===== src/rtl/led_test_pkg.sv =====
// Shared constants and helpers for the LED test logic block.
package led_test_pkg;

    localparam int SYNC_STAGES_DEF  = 2;
    localparam int DEBOUNCE_CNT_DEF = 4;

    // Debounce counter width; a zero count still yields a legal 1-bit width.
    function automatic int cnt_width(input int n);
        return (n < 1) ? 1 : $clog2(n + 1);
    endfunction

endpackage


===== src/rtl/led_test_logic_key_debounce.sv =====
// Multi-flop synchroniser with an optional debounce filter on its output.
import led_test_pkg::*;

module key_debounce #(
    parameter int SYNC_STAGES  = SYNC_STAGES_DEF,
    parameter int DEBOUNCE_CNT = DEBOUNCE_CNT_DEF
) (
    input  logic clk,
    input  logic rst_n,
    input  logic din,
    output logic key_stable
);

    logic [SYNC_STAGES-1:0] sync_q;
    logic [SYNC_STAGES-1:0] sync_d;
    logic                   key_s;

    always_comb begin
        sync_d = {sync_q[SYNC_STAGES-2:0], din};
    end

    always_ff @(posedge clk or negedge rst_n) begin
        if (!rst_n) begin
            sync_q <= '0;
        end else begin
            sync_q <= sync_d;
        end
    end

    assign key_s = sync_q[SYNC_STAGES-1];

    generate
        if (DEBOUNCE_CNT > 0) begin : g_debounce
            localparam int            CW       = cnt_width(DEBOUNCE_CNT);
            localparam logic [CW-1:0] CNT_LAST = CW'(DEBOUNCE_CNT - 1);

            logic [CW-1:0] cnt_q;
            logic [CW-1:0] cnt_d;
            logic          stable_q;
            logic          stable_d;

            // Accept only after DEBOUNCE_CNT consecutive differing samples;
            // any return to the stable value restarts the count.
            always_comb begin
                cnt_d    = cnt_q;
                stable_d = stable_q;
                if (key_s == stable_q) begin
                    cnt_d = '0;
                end else if (cnt_q == CNT_LAST) begin
                    stable_d = key_s;
                    cnt_d    = '0;
                end else begin
                    cnt_d = cnt_q + 1'b1;
                end
            end

            always_ff @(posedge clk or negedge rst_n) begin
                if (!rst_n) begin
                    cnt_q    <= '0;
                    stable_q <= 1'b0;
                end else begin
                    cnt_q    <= cnt_d;
                    stable_q <= stable_d;
                end
            end

            assign key_stable = stable_q;
        end else begin : g_bypass
            assign key_stable = key_s;
        end
    endgenerate

endmodule


===== src/rtl/led_test_logic.sv =====
// Registered LED driver: key selects AND (pressed) or OR (released) of a and b.
import led_test_pkg::*;

module led_test_logic #(
    parameter int SYNC_STAGES    = SYNC_STAGES_DEF,
    parameter int DEBOUNCE_CNT   = DEBOUNCE_CNT_DEF,
    parameter bit LED_ACTIVE_LOW = 1'b0
) (
    input  logic clk,
    input  logic rst_n,
    input  logic a,
    input  logic b,
    input  logic key_in,
    output logic led_out
);

    logic a_s;
    logic b_s;
    logic key_stable;
    logic f;
    logic led_d;
    logic led_q;

    key_debounce #(.SYNC_STAGES(SYNC_STAGES), .DEBOUNCE_CNT(DEBOUNCE_CNT)) u_key (
        .clk        (clk),
        .rst_n      (rst_n),
        .din        (key_in),
        .key_stable (key_stable)
    );

    // Operands only need synchronising, so their debounce is bypassed.
    key_debounce #(.SYNC_STAGES(SYNC_STAGES), .DEBOUNCE_CNT(0)) u_a (
        .clk        (clk),
        .rst_n      (rst_n),
        .din        (a),
        .key_stable (a_s)
    );

    key_debounce #(.SYNC_STAGES(SYNC_STAGES), .DEBOUNCE_CNT(0)) u_b (
        .clk        (clk),
        .rst_n      (rst_n),
        .din        (b),
        .key_stable (b_s)
    );

    always_comb begin
        f     = key_stable ? (a_s & b_s) : (a_s | b_s);
        led_d = f ^ LED_ACTIVE_LOW;
    end

    always_ff @(posedge clk or negedge rst_n) begin
        if (!rst_n) begin
            led_q <= LED_ACTIVE_LOW;
        end else begin
            led_q <= led_d;
        end
    end

    assign led_out = led_q;

endmodule


===== config.mk =====
export PLATFORM = sky130hd
export DESIGN_NAME = led_test_logic
export DESIGN_NICKNAME = d
export VERILOG_FILES = /design/src/rtl/led_test_pkg.sv /design/src/rtl/led_test_logic_key_debounce.sv /design/src/rtl/led_test_logic.sv
export SDC_FILE = /design/constraint.sdc
export NUM_CORES = 1
export LEC_CHECK = 0
export CAP_MARGIN = 15
export CELL_PAD_IN_SITES_DETAIL_PLACEMENT = 0
export CELL_PAD_IN_SITES_GLOBAL_PLACEMENT = 1
export CORE_AREA = 5 5 42 44
export DETAILED_ROUTE_END_ITERATION = 10
export DIE_AREA = 0 0 47 49
export GPL_TIMING_DRIVEN = 1
export PLACE_DENSITY = 0.62
export SYNTH_ARGS = -nofsm -noshare
export SYNTH_HDL_FRONTEND = slang
export SYNTH_SLANG_ARGS = --single-unit

===== constraint.sdc =====
create_clock -name clk -period 1.3 [get_ports clk]
set_clock_uncertainty 0.15 [all_clocks]
set_input_delay 0.39 -clock clk [delete_from_list [all_inputs] [get_ports clk]]
set_output_delay 0.39 -clock clk [all_outputs]
set_load 0.1 [all_outputs]

**Run 1: cell outlines without signal wires**

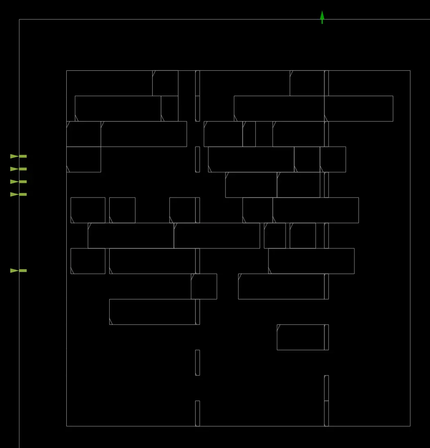
fill cell instance count of the final layout: 134
share of cell area taken by flip-flops and latches: 54.17%
final standard cell utilization of the core: 36.43%
Post-Layout Cell Count: 49
number of flip-flops and latches: 11

**Run 1: routed metal per tile**

9 x 10 tiles, from dark blue (low) to red (high), scaled to the fullest tile. Values are wire area over tile area, all layers added.
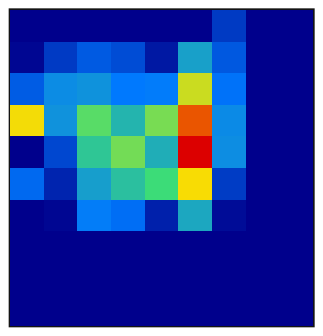
tiles over half the peak = 8.9%
fullest tile = 0.26
mean over tiles = 0.039
densest ninth of the die = center
nearly empty tiles = 57%
routed wirelength normalized by instance count: 11.88 um
global router's overall resource usage: 6.500%
vias post-DR: 183

==> flow_summary.toml, run 1 <==
# synthesis and place-and-route metrics
[logic_synthesis]
post_synth_main_area_contributors = "sky130_fd_sc_hd__dfrtp_1 (75%), sky130_fd_sc_hd__mux2_4 (4.1%), sky130_fd_sc_hd__nor2b_4 (3.7%)"
numSynthFlops = 11
area_fraction_in_mux_cells_pct = 4.068
synth_cell_types = 10
synth_nets = 26
yosys.stat.chipArea_um2 = 369.1
synth-cells-yosys = 20
yosys.area.top_type = "sky130_fd_sc_hd__dfrtp_1"

[grt]
antenna_found_initial = 0
grt_start_max_net_pins = 12

[sta]
post-route-min-period_ns = 1.377
max_freq_mhz = 726.2
setup_viol = 1
final.period_utilization_pct = 105.9
worst_pin_slew_ns = 0.3602
finalWorstSetupSlack_ns = -0.07698

[finish]
max_flop_register = "u_key.g_debounce.cnt_q"
final_nets = 40
final_common_cell = "sky130_fd_sc_hd__dfrtp_1"
largest_register_ff_count = 3
layout.cell_area.non_filler_um2 = 510.5
final_layout_top_logic_cells = "sky130_fd_sc_hd__dfrtp_1 (10), sky130_fd_sc_hd__clkdlybuf4s50_1 (4), sky130_fd_sc_hd__buf_4 (4)"

[clock_network]
hold_buffers = 0
tritoncts_num_sinks = 11
postCtsResizedCells = 1
ctsHtreeMaxLevel = 1
tritoncts_clock_tree = "built"
clkTransAtPathRegs_ns = 0.08

[detailed_routing]
route.final.wire_length_um = 582
route.antenna.remaining_nets = 0
drt-pass1-iter-count = 1
vias_per_cell = 3.735

[min_path]
hold_path.class = "reg2reg"

[place]
dp_hpwl_um = 429.9
placedInstanceArea_um2 = 465.4
routabilityCongestion = 0.5961

[setup_path]
cp.required_ns = 0.76
worst-endpoint-arrival_ns = 0.84
cpMaxStageDelayCell = "sky130_fd_sc_hd__dfrtp_2"
path_buffers = 1
worst-path-max-fanout = 1
startpoint = "led_out$_DFF_PN0_"
rrSetupSlack_ns = 0.01
criticalPathCategory = "reg2out"

[pwr]
power_mw = 0.9831
power_per_cell_area_mw_per_mm2 = 1926

[run_status]
status = "finished with violations"
failed_checks = "setup timing"

[job]
tool_warnings = 28

[floorplanning]
fp_util_pct = 26.34
**Run 1: wires at chosen ports, followed through buffers**

The bar under the picture is 10 um long.
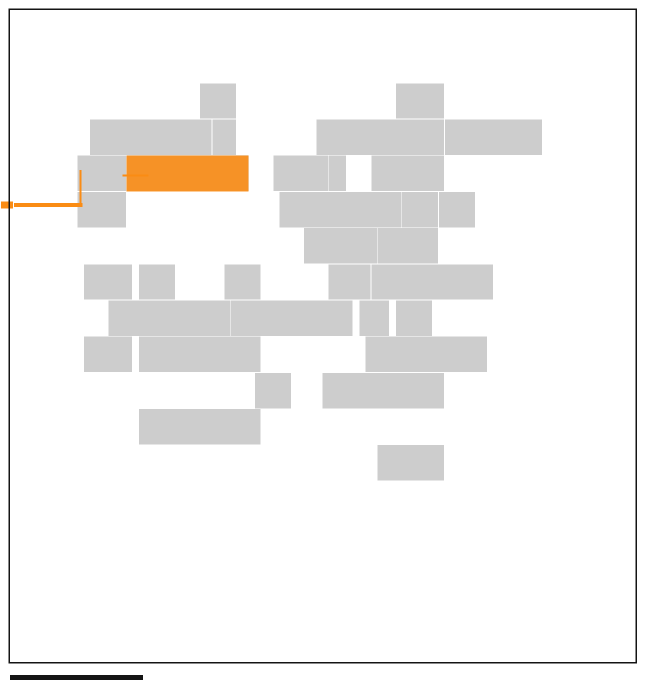
orange -> a  # direction input, edge west, end cells 1, buffers 1, wire 9.20 um
I/O pin count: 6
number of input and output port buffers inserted: 5

**Run 1: supply network**

The bar under the picture is 10 um long. Pins as bars on the die edge. Tap cells in gray.
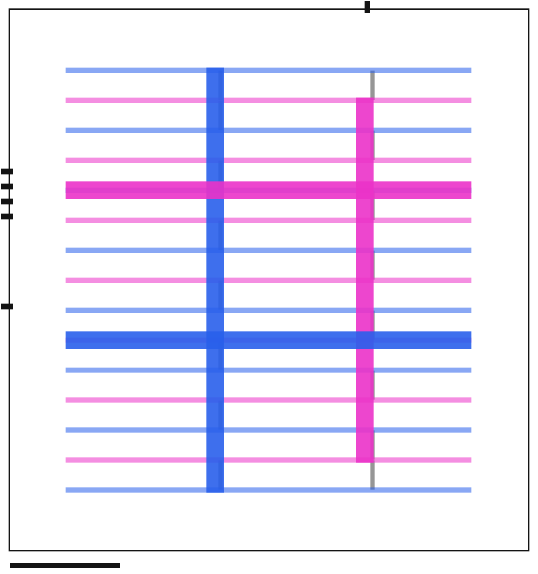
magenta -> VDD
blue -> VSS
signal pins = 6
met1 rails = 15
Horiz. Die Dim: 47 um
maximum resistive drop on vdd: 676.2 uV
total core area: 0.001401 mm2
overall die height: 49 um

==> run 1: layout make-up <==
cell class	count	area [um2]
Multi-Input combinational cell	8	92.59
Fill cell	134	890.9
Inverter	1	3.754
Sequential cell	11	276.5
Tap cell	16	20.02
Clock inverter	1	5.005
Clock buffer	3	22.52
Timing Repair Buffer	9	90.09
==> run 1: routing by layer <==
metal | GRT usage [%] | share of wire [%] | vias to the layer above
met3 | 2.214 | 6.2 | 0
met1 | 5.517 | 35 | 89
met4 | 5.530 | 0 | 0
met2 | 11.09 | 59 | 5
met5 | 0 | 0 | -
li1 | - | - | 89
==> run 1: where the power goes <==
part           switching, mW  internal (mW)  total (mW)
clock network          0.115          0.114       0.229
logic                  0.149          0.163       0.312
registers             0.0387          0.403       0.442
==> run 2: changes to the inputs <==
Settings changed: HOLD_SLACK_MARGIN set to 0.03, SLEW_MARGIN set to 10.
**Run 2: routed metal per tile**

9 x 10 tiles, from dark blue (low) to red (high), scaled to the fullest tile. Values are wire area over tile area, all layers added.
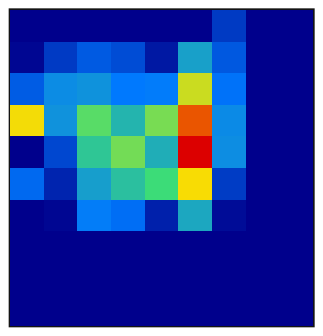
fullest tile = 0.26
densest ninth of the die = center
tiles over half the peak = 8.9%
nearly empty tiles = 57%
emptiest ninth of the die = south-east
Routed Wire Length: 582 um

**Run 2: cell outlines without signal wires**

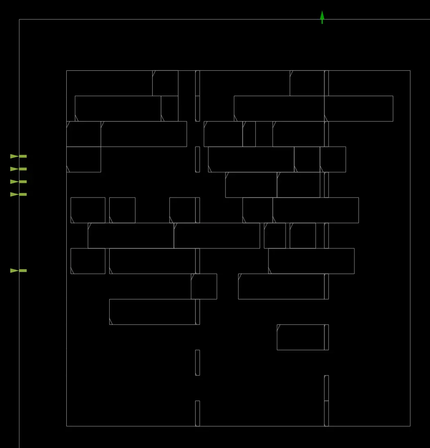
num tapcells: 16
cell row count: 14

==> run 2 against run 1 <==
The run still ends with setup timing left. Largest cell class unchanged. Fmax unchanged. Synthesized cell count did not move. Cell count stayed put. Worst setup slack unchanged. Non-clock buffer count did not move. Clock power barely moved. Largest power group unchanged. Routed wire length is the same. Hold slack stayed put. Core utilization unchanged. Flip-flop count is the same. Sequential share of layout area unchanged. Sequential power is essentially flat.
==> flow_summary.toml, run 2 <==
# synthesis and place-and-route metrics
[setup_path]
worst-endpoint-arrival_ns = 0.84
path_buffers = 1
rrSetupSlack_ns = 0.01
cpMaxStageDelayCell = "sky130_fd_sc_hd__dfrtp_2"
startpoint = "led_out$_DFF_PN0_"

[pwr]
power.share.combinational_pct = 31.8
max-vdd-ir-drop_uv = 676.2
power.clock.total_mw = 0.229
power_mw = 0.9831
sequentialPower_mw = 0.442
power_switching_mw = 0.3032
power_per_cell_area_mw_per_mm2 = 1926
power.group.top = "sequential cells"

[finish]
combAreaFraction_pct = 18.14
bufAreaShareNonClock_pct = 17.65
max_flop_register = "u_key.g_debounce.cnt_q"
comb_cells = 8
final_common_cell = "sky130_fd_sc_hd__dfrtp_1"
buffers = 9
design.seq.count = 11
final_nets = 40
inv_count = 1
final_layout_top_logic_cells = "sky130_fd_sc_hd__dfrtp_1 (10), sky130_fd_sc_hd__clkdlybuf4s50_1 (4), sky130_fd_sc_hd__buf_4 (4)"
logic_area_um2 = 92.59
largest_register_ff_count = 3
clock_tree_area_fraction_pct = 5.392
layout.area.seq_um2 = 276.5

[min_path]
hold_path.class = "reg2reg"

[clock_network]
tritoncts_clock_tree = "built"
clkTransAtPathRegs_ns = 0.08
ctsHtreeMaxLevel = 1
tritoncts_num_sinks = 11

[grt]
grt_start_max_net_pins = 12
antenna_found_initial = 0

[floorplanning]
placeableCoreArea_mm2 = 0.001401
fp_util_pct = 26.34
io-pin-count = 6

[logic_synthesis]
post_synth_main_area_contributors = "sky130_fd_sc_hd__dfrtp_1 (75%), sky130_fd_sc_hd__mux2_4 (4.1%), sky130_fd_sc_hd__nor2b_4 (3.7%)"
yosys.area.top_type = "sky130_fd_sc_hd__dfrtp_1"
area_fraction_in_mux_cells_pct = 4.068
yosys.stat.chipArea_um2 = 369.1

[run_status]
status = "finished with violations"
failed_checks = "setup timing"

[place]
io_buffers = 5
routabilityCongestion = 0.5961
dp_hpwl_um = 429.9

[detailed_routing]
route.antenna.remaining_nets = 0
drt-pass1-iter-count = 1
wl_per_cell_um = 11.88
dr_total_vias = 183

[sta]
max_freq_mhz = 726.2
finalWorstSetupSlack_ns = -0.07698
worst_pin_slew_ns = 0.3602
setup_viol = 1
-- run 2: cell counts after synthesis --
Identical to the previous run, type by type.
-- run 2: layer usage --
layer	global-route usage, %	wire length, um	vias to the layer above
li1	-	-	89
met1	5.517	202	89
met2	11.09	343	5
met3	2.214	36	0
met4	5.530	0	0
met5	0	0	-
-- run 2: repair_timing --
action / in CTS / in global routing
buffers inserted: 2 / 0
endpoints found under the setup margin: 2 / 2
pin swaps: 1 / 0
gates resized: 1 / 0
hold buffers: 0 / 0
-- run 2: stage by stage --
step	hold slack, ns	utilization [%]	area, um2
floorplan	-0.05559	-	370.4
global placement	0.1861	33.21	465.4
detailed placement	0.1847	33.21	465.4
CTS	0.2015	36.43	510.5
global route	0.2087	36.43	510.5
finish	0.2013	36.43	510.5
Power is estimated from default activity; no workload was simulated.
